--- config.mk ---
export PLATFORM = sky130hd
export DESIGN_NAME = lsu_pipelined
export DESIGN_NICKNAME = d
export VERILOG_FILES = /design/src/rtl/lsu_pipelined.sv
export SDC_FILE = /design/constraint.sdc
export NUM_CORES = 1
export LEC_CHECK = 0
export CORE_UTILIZATION = 36
export DETAILED_ROUTE_END_ITERATION = 16
export PLACE_DENSITY = 0.9
export SETUP_SLACK_MARGIN = 0.05
export SYNTH_ARGS = -nofsm -noshare
export SYNTH_HDL_FRONTEND = slang
export SYNTH_SLANG_ARGS = --single-unit
--- constraint.sdc ---
create_clock -name clk -period 7.8 [get_ports clk]
set_input_delay 1.56 -clock clk [delete_from_list [all_inputs] [get_ports clk]]
set_output_delay 1.56 -clock clk [all_outputs]
set_load 0.02 [all_outputs]
--- src/rtl/lsu_pipelined.sv ---
// Load/store unit with an in-order tracker allowing several outstanding OBI data
// requests. It formats load data, rejects misaligned or illegal accesses locally,
// and flags peripheral-window addresses.
module lsu_pipelined #(
   parameter int unsigned MAX_OUTSTANDING = 2,
   parameter logic [31:0] MEM_OFFSET      = 32'h0,
   parameter logic [31:0] PERIPH_MIN      = 32'h0000_0600,
   parameter logic [31:0] PERIPH_MAX      = 32'h0000_0800
) (
   input  logic        clk,
   input  logic        reset_n,
   input  logic        req_valid,
   output logic        req_ready,
   input  logic        req_we,
   input  logic [2:0]  req_op,
   input  logic [31:0] req_addr,
   input  logic [31:0] req_wdata,
   input  logic        flush,
   output logic        resp_valid,
   output logic [31:0] resp_rdata,
   output logic        resp_err,
   output logic        in_range_periph,
   output logic        idle,
   output logic        protocol_err,
   output logic        data_req_o,
   output logic [31:0] data_addr_o,
   output logic        data_we_o,
   output logic [3:0]  data_be_o,
   output logic [31:0] data_wdata_o,
   input  logic        data_gnt_i,
   input  logic        data_rvalid_i,
   input  logic [31:0] data_rdata_i
);

   localparam int unsigned PTR_W = (MAX_OUTSTANDING > 1) ? $clog2(MAX_OUTSTANDING) : 1;
   localparam int unsigned CNT_W = $clog2(MAX_OUTSTANDING + 1);
   localparam logic [CNT_W-1:0] MAX_CNT  = CNT_W'(MAX_OUTSTANDING);
   localparam logic [PTR_W-1:0] LAST_PTR = PTR_W'(MAX_OUTSTANDING - 1);

   typedef struct packed {
      logic       we;
      logic [2:0] op;
      logic [1:0] off;
   } trk_t;

   trk_t             trk_q [MAX_OUTSTANDING];
   trk_t             head;
   logic [PTR_W-1:0] wr_ptr;
   logic [PTR_W-1:0] rd_ptr;
   logic [CNT_W-1:0] count;
   logic             err_pending;

   logic        op_ok;
   logic        aligned;
   logic        legal;
   logic        empty;
   logic        issue;
   logic        err_accept;
   logic        push;
   logic        pop;
   logic [31:0] bus_addr;
   logic [7:0]  rbyte;
   logic [15:0] rhalf;

   // Decode: funct3 validity for the direction and natural alignment
   always_comb begin
      op_ok   = 1'b0;
      aligned = 1'b1;
      case (req_op)
         3'b000, 3'b001, 3'b010: op_ok = 1'b1;
         3'b100, 3'b101:         op_ok = ~req_we;
         default:                op_ok = 1'b0;
      endcase
      case (req_op[1:0])
         2'b01:   aligned = ~req_addr[0];
         2'b10:   aligned = (req_addr[1:0] == 2'b00);
         default: aligned = 1'b1;
      endcase
   end

   assign legal      = op_ok & aligned;
   assign empty      = (count == '0);
   assign issue      = reset_n & req_valid & legal & ~flush & (count < MAX_CNT) & ~err_pending;
   assign err_accept = reset_n & req_valid & ~legal & empty & ~err_pending & ~flush;
   assign push       = issue & data_gnt_i;
   assign pop        = data_rvalid_i & ~empty;
   assign req_ready  = push | err_accept;
   assign bus_addr   = req_addr - MEM_OFFSET;
   assign head       = trk_q[rd_ptr];

   assign in_range_periph = (req_addr >= PERIPH_MIN) && (req_addr < PERIPH_MAX);
   assign idle            = empty & ~err_pending;
   assign resp_valid      = pop | err_pending;
   assign resp_err        = err_pending;

   // Bus request: lane steering for stores, everything quiet when not issuing
   always_comb begin
      data_req_o   = 1'b0;
      data_we_o    = 1'b0;
      data_addr_o  = 32'h0;
      data_be_o    = 4'h0;
      data_wdata_o = 32'h0;
      if (issue) begin
         data_req_o  = 1'b1;
         data_we_o   = req_we;
         data_addr_o = bus_addr & 32'hFFFF_FFFC;
         data_be_o   = 4'hF;
         if (req_we) begin
            case (req_op[1:0])
               2'b00: begin
                  data_be_o    = 4'b0001 << req_addr[1:0];
                  data_wdata_o = {24'h0, req_wdata[7:0]} << {req_addr[1:0], 3'b000};
               end
               2'b01: begin
                  data_be_o    = req_addr[1] ? 4'b1100 : 4'b0011;
                  data_wdata_o = req_addr[1] ? {req_wdata[15:0], 16'h0} : {16'h0, req_wdata[15:0]};
               end
               default: data_wdata_o = req_wdata;
            endcase
         end
      end
   end

   // Load formatting from the oldest tracker entry
   always_comb begin
      rbyte      = 8'h0;
      rhalf      = head.off[1] ? data_rdata_i[31:16] : data_rdata_i[15:0];
      resp_rdata = 32'h0;
      case (head.off)
         2'b00:   rbyte = data_rdata_i[7:0];
         2'b01:   rbyte = data_rdata_i[15:8];
         2'b10:   rbyte = data_rdata_i[23:16];
         default: rbyte = data_rdata_i[31:24];
      endcase
      if (pop && !head.we) begin
         case (head.op)
            3'b000:  resp_rdata = {{24{rbyte[7]}}, rbyte};
            3'b001:  resp_rdata = {{16{rhalf[15]}}, rhalf};
            3'b010:  resp_rdata = data_rdata_i;
            3'b100:  resp_rdata = {24'h0, rbyte};
            3'b101:  resp_rdata = {16'h0, rhalf};
            default: resp_rdata = 32'h0;
         endcase
      end
   end

   // Tracker FIFO, occupancy, error and protocol flags
   always_ff @(posedge clk or negedge reset_n) begin
      if (!reset_n) begin
         for (int unsigned i = 0; i < MAX_OUTSTANDING; i++) trk_q[i] <= '0;
         wr_ptr       <= '0;
         rd_ptr       <= '0;
         count        <= '0;
         err_pending  <= 1'b0;
         protocol_err <= 1'b0;
      end else begin
         if (push) begin
            trk_q[wr_ptr] <= trk_t'{we: req_we, op: req_op, off: req_addr[1:0]};
            wr_ptr        <= (wr_ptr == LAST_PTR) ? '0 : wr_ptr + 1'b1;
         end
         if (pop) rd_ptr <= (rd_ptr == LAST_PTR) ? '0 : rd_ptr + 1'b1;
         case ({push, pop})
            2'b10:   count <= count + 1'b1;
            2'b01:   count <= count - 1'b1;
            default: count <= count;
         endcase
         err_pending  <= err_accept;
         protocol_err <= protocol_err | (data_rvalid_i & empty);
      end
   end

endmodule
Fig. 1: zoomed window
Scale bar: 10 um. Region (23, 6) to (63, 46) um. Cells in grey, sequential cells in the stronger grey; small squares are vias.
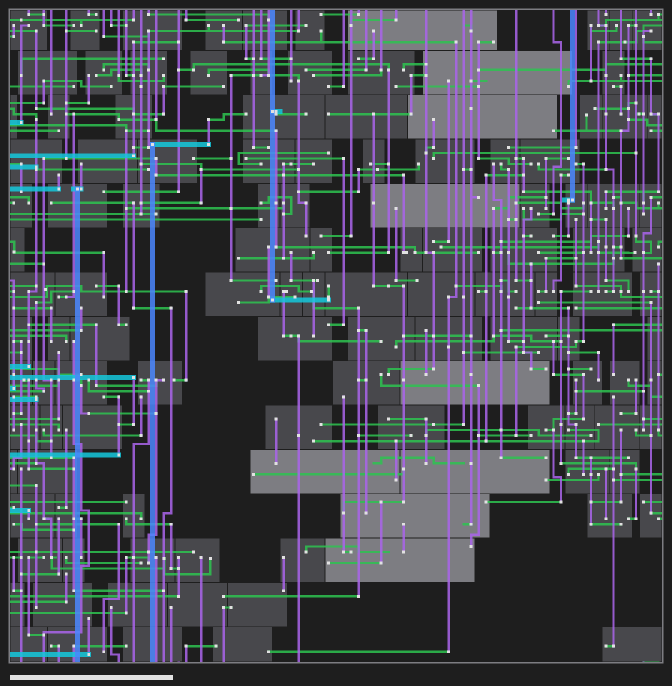
Key: cyan = met3; blue = met4; green = met1; purple = met2
Netlist names of flops here include trk_q (9). Sequential cells in the window: 9. 113 logic cells have their middle in the window. Most frequent: clkdlybuf4s50_1 (17), nor2_1 (16), dfrtp_1 (9).

Fig. 2: metal 2
Scale bar: 20 um.
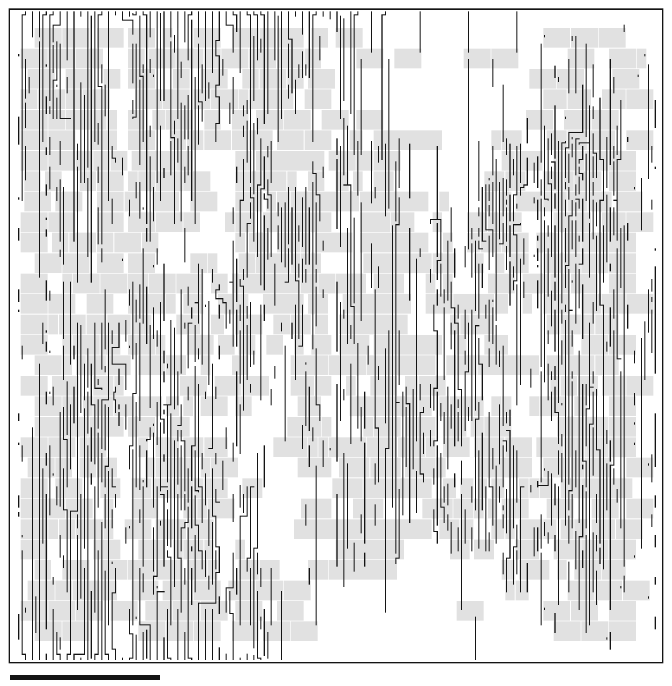
The layer holds 50% of the routed length. 592 nets have wire on it. The longest straight run is 45.2 um.

==> Implementation_results.wiki <==
=== Synthesis and place and route ===
{| class="wikitable"
! Metric !! Value
|-
| Cell Pwr Density || 185 mW/mm2
|-
| Post-synthesis average cell area || 7.37 um2
|-
| Area taken by multi-input logic gates || 0.00197 mm2
|-
| Critical path's top delay family || buffers and inverters
|-
| Clk slew on worst S/H paths || 70 ps
|-
| Port Buf Inserts || 211
|-
| Area inside the core boundary || 0.00687 mm2
|-
| Number of levels the H-tree was split into || 1
|-
| Most heavily used metal layer in global routing || met2
|-
| Routed len/inst || 17.7 um
|-
| Flip-flop count of the largest register after layout || 12
|-
| Worst setup SP type || primary input
|-
| Post-DRT Antenna Nets || 0
|-
| Yosys adder share || 0.0194
|-
| Cell count of the worst hold path || 1
|-
| Status || complete, no violations
|-
| Register with the most flip-flops || trk_q
|-
| Hold_sp || protocol_err$_DFF_PN0_
|-
| Die W || 86.7 um
|-
| Flop count || 18
|-
| Synthesized netlist cell count || 350
|-
| Synth Area in XOR/XNOR || 0.0136
|-
| Max-slew headroom || 0.303
|-
| Cell group occupying the most layout area || non-clock buffers
|-
| Element type at the critical path end || output port
|-
| Cells along the critical path || clkdlybuf4s50_1 > ha_1 > nor2_1 > o21ai_0 > o211ai_1 > or2_2 > inv_1 > and2_1 > clkdlybuf4s50_1
|-
| Wire length after detailed routing || 11.3 mm
|-
| Hold Buf Count CTS || 0
|-
| Estimated wirelength of the detail-placed design || 9.07 mm
|-
| Setup slack after placement || 1350 ps
|-
| Number of buffers inserted by post-CTS setup repair || 0
|-
| Area share of and-or/or-and cells after synthesis || 0.337
|-
| Cell internal pwr || 0.477 mW
|-
| Overflow left after global routing || 0
|-
| Commonest flop || dfrtp_1
|-
| Layout cells sized above 1 || 0.0735
|-
| Worst Slack Setup Final || 1300 ps
|}
Fig. 3: metal 1
Scale bar: 20 um. Supply wires on this layer in grey.
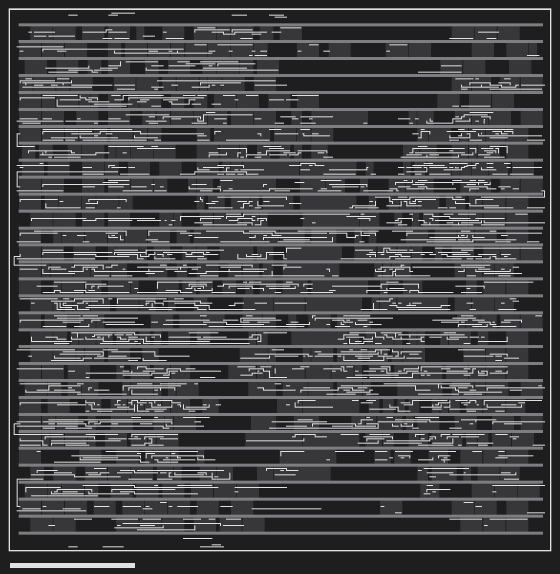
555 nets have wire on it. The layer holds 36% of the routed length. The wires run mostly horizontal. The layer carries 4130 um of wire. The longest straight run is 22.5 um.

Fig. 4: track usage over the die
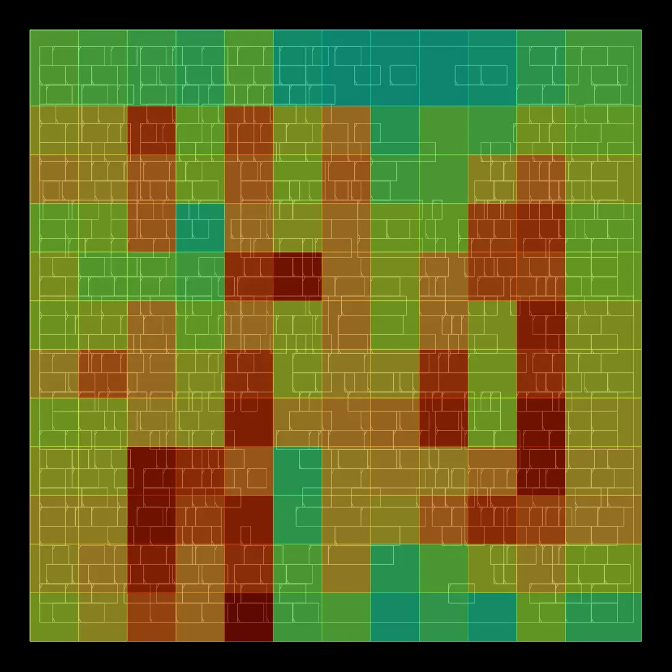
met2 demand-to-capacity share in global routing: 0.528
global routing met3 resource utilization: 0.0800
Post-Route Utilization: 0.693

[synth_stat cells (3+ instances only)]
| cell | count |
|---|---|
| buf_6 | 4 |
| and2_1 | 40 |
| buf_2 | 4 |
| o22ai_1 | 6 |
| o21ai_0 | 8 |
| dfrtp_1 | 18 |
| xnor2_1 | 3 |
| a21o_1 | 3 |
| a21o_2 | 16 |
| nand2_1 | 17 |
| ha_1 | 4 |
| a21oi_1 | 23 |
| inv_1 | 11 |
| a22oi_1 | 37 |
| nor2_1 | 54 |
| a31oi_1 | 4 |
| nor2b_1 | 4 |
| a2bb2oi_1 | 3 |
| a22o_1 | 7 |
| nor3_1 | 5 |
| clkbuf_1 | 14 |
| nor4_1 | 5 |
| or4_1 | 7 |
| mux2i_1 | 6 |
| mux2_2 | 12 |
Power and IR drop assume default switching activity.
